File: src/rtl/fifo_wr_sched.sv
// fifo_wr_sched: write-side scheduler sharing one async-FIFO write port
// between a byte requester (A) and a two-byte word requester (B).
// Round-robin arbitration with packet lock; every push is followed by a
// gap cycle so the registered wfull reflects that push before the next one.
//
//   state  | meaning
//   -------+-------------------------------------------------------------
//   IDLE   | waiting for en, !wfull and a valid request; arbitrates
//   PUSH   | winc=1 for one cycle with the current low byte of word_buf
//   GAP    | one dead cycle so wfull catches up with the preceding push
//   HOLD   | B's high byte pending; waits for wfull=0 before pushing it

module fifo_wr_sched #(
  parameter int DATA_WIDTH = 8
) (
  input  logic                      wclk,
  input  logic                      wrst,
  input  logic                      en,
  input  logic                      a_valid,
  input  logic [DATA_WIDTH-1:0]     a_data,
  output logic                      a_ready,
  input  logic                      b_valid,
  input  logic [2*DATA_WIDTH-1:0]   b_data,
  output logic                      b_ready,
  input  logic                      wfull,
  output logic                      winc,
  output logic [DATA_WIDTH-1:0]     wdata,
  output logic                      busy
);

  typedef enum logic [1:0] {
    S_IDLE = 2'd0,
    S_PUSH = 2'd1,
    S_GAP  = 2'd2,
    S_HOLD = 2'd3
  } state_t;

  state_t                    state;
  state_t                    state_nxt;

  // Packet buffer: the byte to push next always sits in the low half.
  logic [2*DATA_WIDTH-1:0]   word_buf;
  logic                      remaining;
  // 1 = B was granted last, so A wins the next contention.
  logic                      rr_last_b;
  logic                      owner_b;
  logic                      first_push;

  logic                      grant_any;
  logic                      grant_a;

  assign grant_any = en & ~wfull & (a_valid | b_valid);
  assign grant_a   = a_valid & (~b_valid | rr_last_b);

  // State register.
  always_ff @(posedge wclk) begin
    if (wrst) begin
      state <= S_IDLE;
    end else begin
      state <= state_nxt;
    end
  end

  // Next-state decode.
  always_comb begin
    state_nxt = state;
    case (state)
      S_IDLE: begin
        if (grant_any) state_nxt = S_PUSH;
      end
      S_PUSH: begin
        state_nxt = S_GAP;
      end
      S_GAP: begin
        state_nxt = remaining ? S_HOLD : S_IDLE;
      end
      S_HOLD: begin
        if (!wfull) state_nxt = S_PUSH;
      end
      default: begin
        state_nxt = S_IDLE;
      end
    endcase
  end

  // Packet buffer, byte count, ownership and round-robin pointer.
  always_ff @(posedge wclk) begin
    if (wrst) begin
      word_buf   <= '0;
      remaining  <= 1'b0;
      rr_last_b  <= 1'b1;
      owner_b    <= 1'b0;
      first_push <= 1'b0;
    end else begin
      case (state)
        S_IDLE: begin
          if (grant_any) begin
            word_buf   <= grant_a ? {{DATA_WIDTH{1'b0}}, a_data} : b_data;
            remaining  <= ~grant_a;
            rr_last_b  <= ~grant_a;
            owner_b    <= ~grant_a;
            first_push <= 1'b1;
          end
        end
        S_PUSH: begin
          first_push <= 1'b0;
        end
        S_HOLD: begin
          if (!wfull) begin
            remaining <= 1'b0;
            word_buf  <= {{DATA_WIDTH{1'b0}}, word_buf[2*DATA_WIDTH-1:DATA_WIDTH]};
          end
        end
        default: begin
        end
      endcase
    end
  end

  // Outputs decoded from registered state only; no input-to-output path.
  always_comb begin
    winc    = (state == S_PUSH);
    wdata   = winc ? word_buf[DATA_WIDTH-1:0] : '0;
    a_ready = winc & first_push & ~owner_b;
    b_ready = winc & first_push & owner_b;
    busy    = (state != S_IDLE);
  end

endmodule

File: config.mk
export PLATFORM = sky130hd
export DESIGN_NAME = fifo_wr_sched
export DESIGN_NICKNAME = d
export VERILOG_FILES = /design/src/rtl/fifo_wr_sched.sv
export SDC_FILE = /design/constraint.sdc
export NUM_CORES = 1
export LEC_CHECK = 0
export ABC_CLOCK_PERIOD_IN_PS = 2800
export CAP_MARGIN = 20
export CORE_MARGIN = 2
export CORE_UTILIZATION = 41
export DETAILED_ROUTE_END_ITERATION = 7
export GPL_ROUTABILITY_DRIVEN = 1
export PLACE_DENSITY_LB_ADDON = 0.05
export SLEW_MARGIN = 40
export SYNTH_ARGS = -nofsm -noshare
export SYNTH_HDL_FRONTEND = slang
export SYNTH_SLANG_ARGS = --single-unit
export TNS_END_PERCENT = 50
File: constraint.sdc
create_clock -name wclk -period 2.8 [get_ports wclk]
set_input_delay 0.56 -clock wclk [delete_from_list [all_inputs] [get_ports wclk]]
set_output_delay 0.56 -clock wclk [all_outputs]
set_load 0.01 [all_outputs]
==> qor.txt, run 1 <==
Seq group = 0.361 mW
Antenna Cells = 0
Vias per inst = 5.25
Ys async rst share = 0%
Largest cells by area = dfxtp_1 (30%), o41ai_2 (7.8%), ha_1 (5.2%)
Comb area share = 48.0%
HPWL Detailed = 2680 µm
Clock tree buffer depth = 2
Top reg by flops = word_buf
Invs w/o clock = 5
Post-layout minimum cycle time = 2.50 ns
CTS tree = done
Clock power frac = 21.7%
Crit Path Max Fanout = 10
Slew Viols, Final = 0
Top Consumer = registers
Synth flops = 22
# clk buffers = 4
Hold Path Stages = 2
Synth Net Count = 195
Clk tree area frac = 1.88%
Tool warning count = 31
CP delay by family, top = buffers and inverters
Die area = 0.00404 mm²
Vias in the first global route = 1319
Fin crit share = 89.3%
FF-to-FF path depth = 6
Die W = 63.6 µm
Via count = 1286
Cell Type Count = 37
Mux area share = 2.06%
Overall Power = 0.850 mW
Non-clock buffer count = 46
Met3 Routed Length = 215 µm
Met2 usage = 32.4%
Max FFs per register = 16
Gr busiest metal = met2
Setup crit start kind = flop
Most common cell in the netlist = dfxtp_1
Final ANT Viol Nets = 0
Clk sinks = 22
Total GRT Usage = 19.2%
# Taps = 46
HP Start = word_buf[12]$_SDFFE_PP0P_
CP max-delay cell = clkdlybuf4s50_1
CP Cell Sequence = ha_1 -> and2_1 -> clkdlybuf4s50_1
Pre-CTS setup slack = 0.583 ns
Crit path kind = reg2out
Seq cells = 22
Logic pwr share = 35.7%
Most common logic cell in the routed design = clkdlybuf4s50_1
Total global routing overflow = 0
# placed instances = 241
Nets = 236
Largest net degree at the start of global routing = 19
Die Height = 63.6 µm
Max Cap Viol = 0
Clk latency late pin = 0.32 ns
Root Driver = clkbuf_4
IO Port Bufs = 41
Initial DRC count = 38
Clock group = 0.185 mW
NetSw = 0.292 mW
Syn Inst Count = 159
Status = finished, final reports clean
Aoi share = 31.4%
Biggest regs = word_buf x16, state x2
GR Util met3 = 4.29%
H-tree levels = 1
CP startpoint = state[0]$_SDFFE_PP0P_
Cell Area, Synth = 0.00146 mm²
Met1 usage = 24.1%
Share of power burned in registers = 42.5%
Num CTS Buffers = 3
Top logic family = AND-OR/OR-AND gates
XOR/XNOR Fraction of Synth Area = 0%
Combinational gates = 122
Worst rel slew slack = 52.6%
WL met1 = 1610 µm
Fmax = 0.400 GHz
# rows = 21
# hold bufs at CTS = 0
Reg-to-reg critical path startpoint = state[0]$_SDFFE_PP0P_
Power Density = 442 mW/mm²
Final setup skew = 0.00468 ns
Area of the multi-input gates = 925 µm²
Stages on worst setup path = 3
Top cells by count = dfxtp_1 (22), o21ai_0 (12), nand2b_1 (11)
Placed Area = 0.00189 mm²
Ys cells = 159
Dominant register cell = dfxtp_1
Yosys stat chip area = 0.00146 mm²
Post-synth top area cell = dfxtp_1
Sw Share = 34.3%
Layout Area Growth over Synthesis = 32.3%
First-pass GRT wire length = 6150 µm
Buf+Inv Stages, Crit Path = 1
Resize count post-CTS = 0
WL final = 3580 µm
Total negative slack = 0 ns
VDD IR max = 0.000291 V
Fin Hold WS = 0.480 ns
Core Region = 0.00336 mm²
Final Setup Violations = 0
Max layer used = met4
Number of enable flip-flop cells = 0
Met2 wire length = 1710 µm
Gpl congestion = 0.719
Top Ports = 42
DRC viols = 0
Final Hold Vio Count = 0
Biggest Area Class = logic gates
Setup slack after layout = 0.300 ns
Total of warnings raised by yosys = 0
CP Capture Type = output pin
Sequential share of the synthesized area = 30.3%
Avg Cell Area, Syn = 9.15 µm²
Worst setup path endpoint = wdata[5]
CTS clk-pin slew, worst paths = 0.13 ns
Logic power comb = 0.304 mW
Most frequent cells in the layout = clkdlybuf4s50_1 (41), dfxtp_1 (22), o21ai_0 (12), nand2b_1 (11)
Adder Area Share = 5.16%
Share of cells above drive strength 1 = 21.6%
Slowest Stage Delay on Critical Path = 0.53 ns
Design area = 0.00193 mm²
Required @ worst endpoint = 2.24 ns
R2r setup slk = 0.78 ns
==> run_1/wire_density.png <==
Drawn at 6 px/µm. 13 x 13 tiles, from dark blue (low) to red (high), scaled to the fullest tile. Values are wire area over tile area, all layers added.
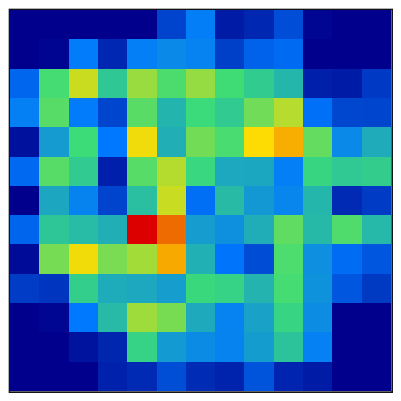
The mean over all tiles is 0.14. 20% of the tiles are over half the peak. The densest ninth of the die: middle.

==> run_1/registers.png <==
Drawn at 10 px/µm. Other sequential cells in the stronger grey, the rest of the logic in the fainter grey.
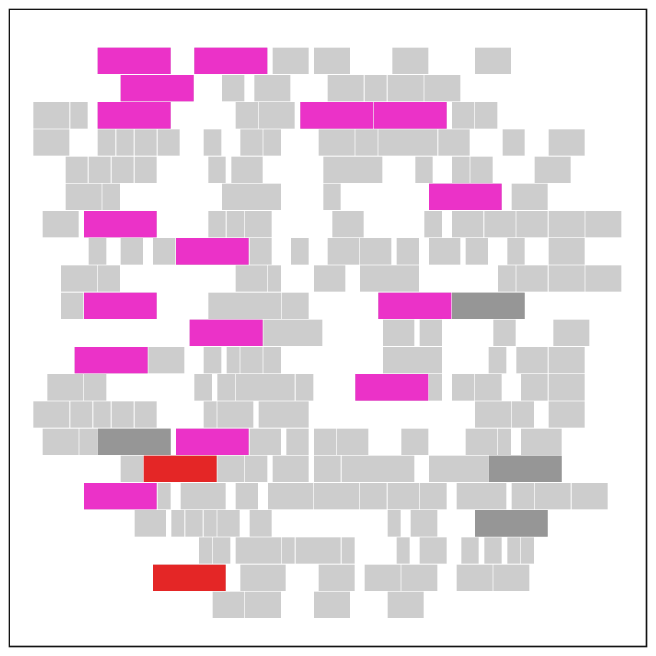
Red stands for state, sequential cells 2. Magenta stands for word_buf, sequential cells 16.
Another 4 sequential cells are not coloured.

==> run_1/final_placement.png <==
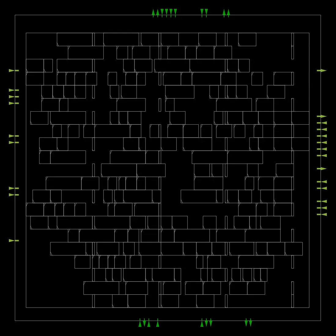
Seq/total area: 22.9%
post-route insts no fill: 245
Filler cells: 325
Util after Layout: 57.3%

==> run_1/metal_stack.png <==
Drawn at 6 px/µm. Only two layers are drawn.
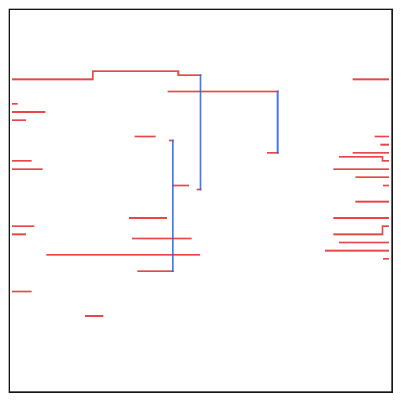

--- run 2 (diff from run 1) ---
- PLACE_DENSITY_LB_ADDON: 0.05 -> 0.25
==> run_2/metal_stack.png <==
Drawn at 6 px/µm. Only two layers are drawn.
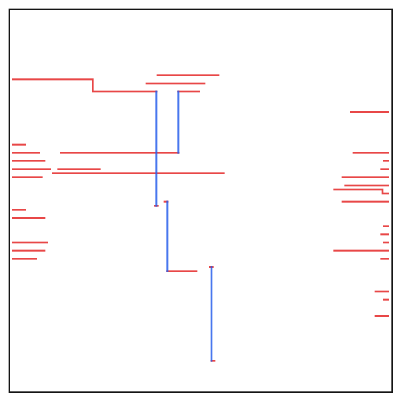
Red stands for met3, wire length 218 µm. Blue stands for met4, wire length 56.4 µm.
WL final: 3550 µm
via count: 1307
Total GRT Usage: 18.5%
post-DR wirelength/cell: 14.5 µm

==> qor.txt, run 2 <==
Synth flops = 22 (unchanged)
Util after Layout = 57.7% (+0.48 points)
Synth Net Count = 195 (unchanged)
# placed instances = 241 (unchanged)
Clk tree area frac = 2.71% (+0.82 points)
Hold Path Stages = 2 (unchanged)
Worst rel slew slack = 50.5% (-2.1 points)
Share of power burned in registers = 39.6% (-2.9 points)
Combinational gates = 122 (unchanged)
Setup slack after layout = 0.369 ns (+0.0691 ns)
CP Cell Sequence = ha_1 -> and2_1 -> clkdlybuf4s50_1
Post-synth top area cell = dfxtp_1
Sw Share = 31.7% (-2.6 points)
Gr busiest metal = met2
Gpl congestion = 0.743 (+3.3%)
Dominant register cell = dfxtp_1
Most common logic cell in the routed design = clkdlybuf4s50_1
Post-layout minimum cycle time = 2.43 ns (-0.0691 ns)
Total global routing overflow = 0 (unchanged)
H-tree levels = 1 (unchanged)
Yosys stat chip area = 0.00146 mm² (unchanged)
CP max-delay cell = clkdlybuf4s50_1
VDD IR max = 0.000235 V (-20%)
Avg Cell Area, Syn = 9.15 µm² (unchanged)
Tool warning count = 31 (unchanged)
Met2 wire length = 1630 µm (-4.7%)
Logic pwr share = 33.3% (-2.4 points)
IO Port Bufs = 41 (unchanged)
Max FFs per register = 16 (unchanged)
# Taps = 46 (unchanged)
Placed Area = 0.00189 mm² (unchanged)
Mux area share = 2.06% (unchanged)
Top Consumer = registers
Clock group = 0.247 mW (+34%)
Non-clock buffer count = 46 (unchanged)
Slew Viols, Final = 0 (unchanged)
XOR/XNOR Fraction of Synth Area = 0% (unchanged)
Fin crit share = 86.8% (-2.5 points)
FF-to-FF path depth = 6 (unchanged)
Clock power frac = 27.1% (+5.4 points)
R2r setup slk = 0.86 ns (+0.08 ns)
Comb area share = 47.6% (-0.40 points)
Ys async rst share = 0% (unchanged)
Met1 usage = 24.3% (+0.14 points)
Final setup skew = 0.0165 ns (+0.0119 ns)
Root Driver = clkbuf_4
CP Capture Type = output pin
Area of the multi-input gates = 925 µm² (unchanged)
Die W = 63.6 µm (unchanged)
Cell Type Count = 37 (unchanged)
Max Cap Viol = 0 (unchanged)
Required @ worst endpoint = 2.24 ns (about the same)
CTS tree = done
Filler cells = 341 (+4.9%)
First-pass GRT wire length = 6010 µm (-2.4%)
DRC viols = 0 (unchanged)
Fmax = 0.411 GHz (+2.8%)
Overall Power = 0.913 mW (+7.4%)
Clock tree buffer depth = 2 (unchanged)
Post-route insts no fill = 245 (unchanged)
Invs w/o clock = 5 (unchanged)
Met3 Routed Length = 218 µm (+1.4%)
Status = finished, final reports clean
Power Density = 470 mW/mm² (+6.5%)
Resize count post-CTS = 0 (unchanged)
Buf+Inv Stages, Crit Path = 1 (unchanged)
Clk latency late pin = 0.32 ns (about the same)
Num CTS Buffers = 3 (unchanged)
Design area = 0.00194 mm² (+0.84%)
Top cells by count = dfxtp_1 (22), o21ai_0 (12), nand2b_1 (11)
Antenna Cells = 0 (unchanged)
Fin Hold WS = 0.473 ns (-0.00731 ns)
Syn Inst Count = 159 (unchanged)
Top reg by flops = word_buf
Total negative slack = 0 ns (unchanged)
Pre-CTS setup slack = 0.602 ns (+0.0184 ns)
Final ANT Viol Nets = 0 (unchanged)
Logic power comb = 0.304 mW (about the same)
HPWL Detailed = 2630 µm (-1.7%)
# clk buffers = 3 (-1)
Worst setup path endpoint = wdata[0]
Top logic family = AND-OR/OR-AND gates
Vias per inst = 5.33 (+1.6%)
Biggest Area Class = logic gates
Stages on worst setup path = 3 (unchanged)
Total of warnings raised by yosys = 0 (unchanged)
CP startpoint = state[0]$_SDFFE_PP0P_
Final Setup Violations = 0 (unchanged)
Slowest Stage Delay on Critical Path = 0.53 ns (about the same)
Adder Area Share = 5.16% (unchanged)
Layout Area Growth over Synthesis = 33.4%
CP delay by family, top = buffers and inverters
Nets = 236 (unchanged)
GR Util met3 = 3.04% (-1.3 points)
Core Region = 0.00336 mm² (unchanged)
Most frequent cells in the layout = clkdlybuf4s50_1 (41), dfxtp_1 (22), o21ai_0 (12), nand2b_1 (11)
# hold bufs at CTS = 0 (unchanged)
Ys cells = 159 (unchanged)
Setup crit start kind = flop
Largest cells by area = dfxtp_1 (30%), o41ai_2 (7.8%), ha_1 (5.2%)
# rows = 21 (unchanged)
Vias in the first global route = 1316 (-0.23%)
Aoi share = 31.4% (unchanged)
Most common cell in the netlist = dfxtp_1
Biggest regs = word_buf x16, state x2
Final Hold Vio Count = 0 (unchanged)
Sequential share of the synthesized area = 30.3% (unchanged)
CTS clk-pin slew, worst paths = 0.14 ns (about the same)
Crit path kind = reg2out
Share of cells above drive strength 1 = 21.6% (unchanged)
Clk sinks = 22 (unchanged)
Power and IR drop assume default switching activity.
